--- src/rtl/alu_ctrl.sv ---
// alu_ctrl -- sequencing front end for the 64-bit ALU.
//
// Accepts register-to-register ALU requests over a valid/ready handshake,
// reads both operands from an internal register file, drives the ALU
// op/a/b for one EXEC cycle, captures the result and flags, and writes the
// result back to the destination register.
//
// Ports:
//   clk, rst                         clock, synchronous active-high reset
//   req_valid/req_ready              request handshake
//   req_op, req_a_idx, req_b_idx,
//   req_dst_idx                      operation and register indices
//   done                             one-cycle completion pulse (WB state)
//   zf, cf, of, sf                   flags of the last completed non-NOP op
//   wr_en, wr_idx, wr_data / wr_ack  host register write (IDLE only)
//   rd_idx / rd_data                 combinational debug read
//   alu_op, alu_a, alu_b             to ALU
//   alu_res, alu_zf/cf/of/sf         from ALU
//
// Build option: define ALU_CTRL_FASTPATH_EN to drop the READ state; operands
// are then latched at acceptance with same-cycle host writes forwarded.

package alu_pkg;
  typedef enum logic [1:0] {
    ALU_NOP = 2'd0,
    ALU_ADD = 2'd1,
    ALU_SUB = 2'd2
  } alu_op_t;
endpackage

module alu_ctrl #(
  parameter int unsigned WIDTH    = 64,
  parameter int unsigned NUM_REGS = 16,
  localparam int unsigned IW      = $clog2(NUM_REGS)
) (
  input  logic                  clk,
  input  logic                  rst,
  input  logic                  req_valid,
  output logic                  req_ready,
  input  alu_pkg::alu_op_t      req_op,
  input  logic [IW-1:0]         req_a_idx,
  input  logic [IW-1:0]         req_b_idx,
  input  logic [IW-1:0]         req_dst_idx,
  output logic                  done,
  output logic                  zf,
  output logic                  cf,
  output logic                  of,
  output logic                  sf,
  input  logic                  wr_en,
  input  logic [IW-1:0]         wr_idx,
  input  logic [WIDTH-1:0]      wr_data,
  output logic                  wr_ack,
  input  logic [IW-1:0]         rd_idx,
  output logic [WIDTH-1:0]      rd_data,
  output alu_pkg::alu_op_t      alu_op,
  output logic [WIDTH-1:0]      alu_a,
  output logic [WIDTH-1:0]      alu_b,
  input  logic [WIDTH-1:0]      alu_res,
  input  logic                  alu_zf,
  input  logic                  alu_cf,
  input  logic                  alu_of,
  input  logic                  alu_sf
);
  import alu_pkg::*;

  typedef enum logic [1:0] {
    IDLE = 2'd0,
    READ = 2'd1,
    EXEC = 2'd2,
    WB   = 2'd3
  } state_t;

  state_t            state, state_nxt;
  alu_op_t           op_q;
  logic [IW-1:0]     dst_q;
  logic [WIDTH-1:0]  a_q, b_q;
  logic [WIDTH-1:0]  res_q;
  logic              hzf, hcf, hof, hsf;
  // Register 0 is cleared at reset and never written, so it always reads 0.
  logic [WIDTH-1:0]  regs [NUM_REGS];

`ifdef ALU_CTRL_FASTPATH_EN
  logic [WIDTH-1:0]  a_fwd, b_fwd;

  // Operands are latched at acceptance; a host write landing in the same
  // cycle must be visible to the request, so forward it here.
  always_comb begin
    a_fwd = regs[req_a_idx];
    b_fwd = regs[req_b_idx];
    if (wr_en && wr_idx != '0 && wr_idx == req_a_idx) a_fwd = wr_data;
    if (wr_en && wr_idx != '0 && wr_idx == req_b_idx) b_fwd = wr_data;
  end
`else
  logic [IW-1:0]     a_idx_q, b_idx_q;
`endif

  always_comb begin
    state_nxt = state;
    case (state)
      IDLE: if (req_valid) begin
`ifdef ALU_CTRL_FASTPATH_EN
        state_nxt = EXEC;
`else
        state_nxt = READ;
`endif
      end
      READ:    state_nxt = EXEC;
      EXEC:    state_nxt = WB;
      WB:      state_nxt = IDLE;
      default: state_nxt = IDLE;
    endcase
  end

  // Handshake/ALU outputs are forced quiet while reset is asserted.
  assign req_ready = (state == IDLE) && !rst;
  assign wr_ack    = wr_en && (state == IDLE) && !rst;
  assign done      = (state == WB) && !rst;
  assign alu_op    = (state == EXEC && !rst) ? op_q : ALU_NOP;
  assign alu_a     = a_q;
  assign alu_b     = b_q;
  assign rd_data   = regs[rd_idx];

  always_ff @(posedge clk) begin
    if (rst) begin
      state <= IDLE;
      op_q  <= ALU_NOP;
      dst_q <= '0;
`ifndef ALU_CTRL_FASTPATH_EN
      a_idx_q <= '0;
      b_idx_q <= '0;
`endif
      a_q   <= '0;
      b_q   <= '0;
      res_q <= '0;
      hzf <= 1'b0; hcf <= 1'b0; hof <= 1'b0; hsf <= 1'b0;
      zf  <= 1'b0; cf  <= 1'b0; of  <= 1'b0; sf  <= 1'b0;
      for (int unsigned i = 0; i < NUM_REGS; i++) regs[i] <= '0;
    end else begin
      state <= state_nxt;
      if (wr_ack && wr_idx != '0) regs[wr_idx] <= wr_data;
      case (state)
        IDLE: if (req_valid) begin
          op_q  <= req_op;
          dst_q <= req_dst_idx;
`ifdef ALU_CTRL_FASTPATH_EN
          a_q <= a_fwd;
          b_q <= b_fwd;
`else
          a_idx_q <= req_a_idx;
          b_idx_q <= req_b_idx;
`endif
        end
`ifndef ALU_CTRL_FASTPATH_EN
        READ: begin
          // Read after any IDLE-cycle host write has landed.
          a_q <= regs[a_idx_q];
          b_q <= regs[b_idx_q];
        end
`endif
        EXEC: if (op_q != ALU_NOP) begin
          res_q <= alu_res;
          hzf <= alu_zf; hcf <= alu_cf; hof <= alu_of; hsf <= alu_sf;
        end
        WB: if (op_q != ALU_NOP) begin
          if (dst_q != '0) regs[dst_q] <= res_q;
          zf <= hzf; cf <= hcf; of <= hof; sf <= hsf;
        end
        default: ;
      endcase
    end
  end

endmodule

--- config.mk ---
export PLATFORM = sky130hd
export DESIGN_NAME = alu_ctrl
export DESIGN_NICKNAME = d
export VERILOG_FILES = /design/src/rtl/alu_ctrl.sv
export SDC_FILE = /design/constraint.sdc
export NUM_CORES = 2
export LEC_CHECK = 0
export CAP_MARGIN = 5
export CELL_PAD_IN_SITES_DETAIL_PLACEMENT = 1
export CELL_PAD_IN_SITES_GLOBAL_PLACEMENT = 2
export CORE_ASPECT_RATIO = 2
export CORE_MARGIN = 2
export CORE_UTILIZATION = 30
export CTS_BUF_LIST = sky130_fd_sc_hd__clkbuf_2 sky130_fd_sc_hd__clkbuf_4 sky130_fd_sc_hd__clkbuf_8
export CTS_CLUSTER_DIAMETER = 150
export DETAILED_ROUTE_END_ITERATION = 6
export PLACE_DENSITY = 0.71
export SLEW_MARGIN = 25
export SYNTH_ARGS = -nofsm -noshare
export SYNTH_HDL_FRONTEND = slang
export SYNTH_SLANG_ARGS = --single-unit
--- constraint.sdc ---
create_clock -name clk -period 19.8 [get_ports clk]
set_clock_uncertainty 0.05 [all_clocks]
set_input_delay 4.95 -clock clk [delete_from_list [all_inputs] [get_ports clk]]
set_output_delay 4.95 -clock clk [all_outputs]
set_load 0.01 [all_outputs]
Fig. 1: M2 wires
Scale bar: 100 µm.
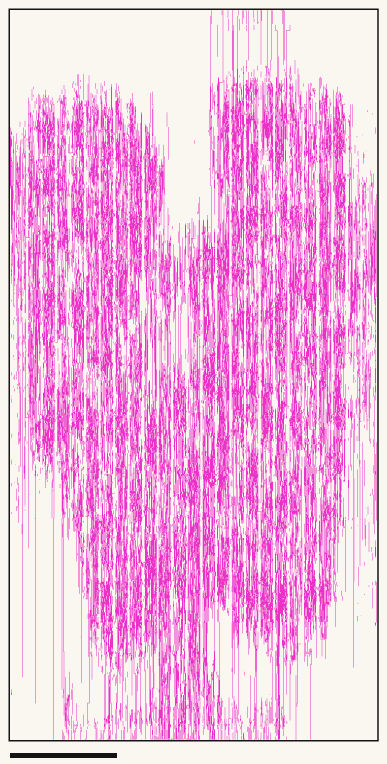
longest straight run	331 µm
share of all routed wire	51%
wire length on this layer	168 mm
nets with wire on the layer	5634

Fig. 2: clock nets
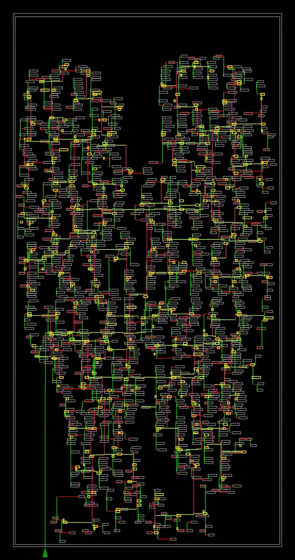
number of clock buffers in the layout: 290
clock network power consumption: 2.52 mW
Latency at later pin: 0.99 ns
count of clock tree sinks: 1240

-- worst paths after layout --
check / from / end / slack (ns) / cells after the start
worst max-delay path: rd_idx[0] / rd_data[31] / 6.55 / 5
worst min-delay path: alu_b[25]$_SDFFE_PP0N_ / alu_b[25]$_SDFFE_PP0N_ / 0.40 / 2
worst max register to register: state[1]$_SDFFE_PP0P_ / regs[12][7]$_SDFFCE_PN0P_ / 14.33 / 9
worst min register to register: alu_b[25]$_SDFFE_PP0N_ / alu_b[25]$_SDFFE_PP0N_ / 0.40 / 2
-- critical path, cell delays in order --
cell	delay (ns)
buf_8	0.60
buf_4	0.84
mux4_2	0.62
mux4_2	0.54
clkdlybuf4s50_1	0.51
==> flow_results.org <==
* Implementation run

** Pwr
- In this run the power density over the cells is 97.4 nW/µm².
- The power report puts the net switching power at 2.68 mW.
- In the power breakdown, the internal column shows 5.15 mW.
- Power share of the combinational group :: 0.259
- The switching portion of total power comes to 0.342.
- The power report attributes to the clock group a share of 0.321.
- Combinational cells consume a total of 2.03 mW.
- The worst-case IR drop observed on VDD is 0.0000537 V.
- Ranked by power, first place goes to registers.
- Part of the total power dissipated in sequential elements :: 0.420
- Sequential cell power :: 3.29 mW
- The script extracted a total leakage power of 26.2 nW.

** Place
- Post-placement cell count :: 8866
- Placed cell areas :: 76000 µm²
- The placement report lists the number of port buffers as 358.
- Place WS :: 6.24 ns
- The HPWL after detailed placement is 193000 µm.

** Floorplan
- The region available for standard cell placement spans 228000 µm².
- Tap insertion was completed with 3000 tapcells.
- Initial cell density of the core :: 0.302
- Horizontal die dimension :: 343 µm
- Die height :: 682 µm
- According to the I/O placement log, the pin count is 359.
- Die footprint :: 234000 µm²
- Std-Cell Rows :: 248

** Synth
- Of the total synthesized cell area, the portion taken by XOR and XNOR cells is 0.
- The warning tally printed by Yosys for this design is 0.
- The share of synthesized area in the top cell type comes to 0.446.
- Arithmetic-cell share of the synthesized area counting full adders, half adders and majority gates :: 0.000908
- Share of synthesized registers carrying an async set or reset :: 0
- Registers, synthesis :: 1240
- Basic-gate share of the synthesized area counting and, or, nand and nor cells :: 0.133
- Area share of and-or/or-and cells after synthesis :: 0.0571
- Combinational family with the most area after synthesis :: multiplexers
- Post-synthesis area per instance :: 11.7 µm²
- Total cell area reported by yosys after synthesis :: 68900 µm²
- Largest cells by area after synthesis :: edfxtp_1 45%, mux2i_1 16%, mux4_2 10%, dfxtp_1 6.3%, nor3_1 6.1%
- Summing all multiplexer cells gives an area fraction of 0.263.
- Most numerous cell types in the synthesized netlist :: 1089 x mux2i_1, 1024 x edfxtp_1, 834 x nor3_1, 557 x nand2_1, 455 x clkbuf_1
- In this run, synthesis inferred 1024 flip-flops with an integrated enable.
- Dominant flop cell :: edfxtp_1
- The synthesized netlist occupies a cell area of 68900 µm².
- Looking at area per cell type in the netlist, the leader is edfxtp_1.
- Per Yosys stat, the portion of area used by sequential elements is 0.509.

** Route
- Per the detail_route report, DRC violations left total 0.
- The highest layer touched by signal routing is met5.
- The routed layout has 57400 vias.
- Detailed Route WL :: 330000 µm
- Per the post-route antenna check, the number of violating nets is 0.
- Met2 WL post-DR :: 168000 µm
- The violation tally recorded at the end of detailed-routing iteration 0 is 5441.
- Summed over all nets, wire length on met3 after detailed routing comes to 23300 µm.
- In the per-layer summary, the met1 wirelength comes to 118000 µm.
- Detailed-route vias per instance :: 6.21

** Final layout
- By instance count after routing, the leading logic cell type is mux2i_1.
- The register with the most flip-flops in the layout has 1024 of them.
- Nets :: 6239
- Signal inverters :: 5
- Util after Layout :: 0.353
- Biggest register :: regs
- The fraction of final cell area spent on non-clock buffers in this run is 0.0655.
- Post-route cell area :: 80400 µm²
- Multi-input gate share of total cell area :: 0.397
- The repair_antennas step left the layout with diodes totalling 4.
- The layout has 24700 filler cells.
- Per the cell usage report, the commonest logic cells after layout are 1086 x mux2i_1, 1024 x edfxtp_1, 834 x nor3_1.
- The layout report lists the multi-input gate area as 31900 µm².

** Worst hold path
- Min-Delay Path Class :: flop to flop

** Clocking
- H-Tree Level Count :: 4
- TritonCTS Buffers :: 205
- The clock passes through at most 4 buffers.
- In this run the post-CTS setup repair buffer count came out at 0.
- TritonCTS built the clock tree.
- Post-cts sizing count :: 0
- Per the CTS log, the root buffer master is clkbuf_8.
- Looking at the worst setup and hold paths, the clock pins of their registers show a slew of 0.06 ns.
- The post-CTS hold buffer count recorded in the log is 0.

** STA
- Once routing completed, OpenROAD measured the worst setup slack at 6.55 ns.
- Sum Neg Setup Slack :: 0 ns
- The tightest hold path in the finished design has a slack of 0.402 ns.
- For reference, the final report shows the hold violation count at 0.
- Fin crit period :: 13.25 ns
- Final-report setup violation count :: 0

** Worst setup path
- STA classifies the critical path startpoint as an input pin.
- The worst setup path is captured at a primary output.
- Data arrival at the endpoint of the critical path :: 8.25 ns

** Global route
- GR met2 Demand/Resource :: 0.489
- The first global-routing pass estimated 461000 µm of wire.
- Vias in the first global route :: 61400
- For met1 alone, demand over resource in global routing was 0.314.

** Flow run
- Number of warnings the tools reported :: 46

** Outcome
- The flow ran to the end, and the final reports show no timing, DRC or antenna violations.
No activity file was given, so power comes from the tool's default toggle rates.
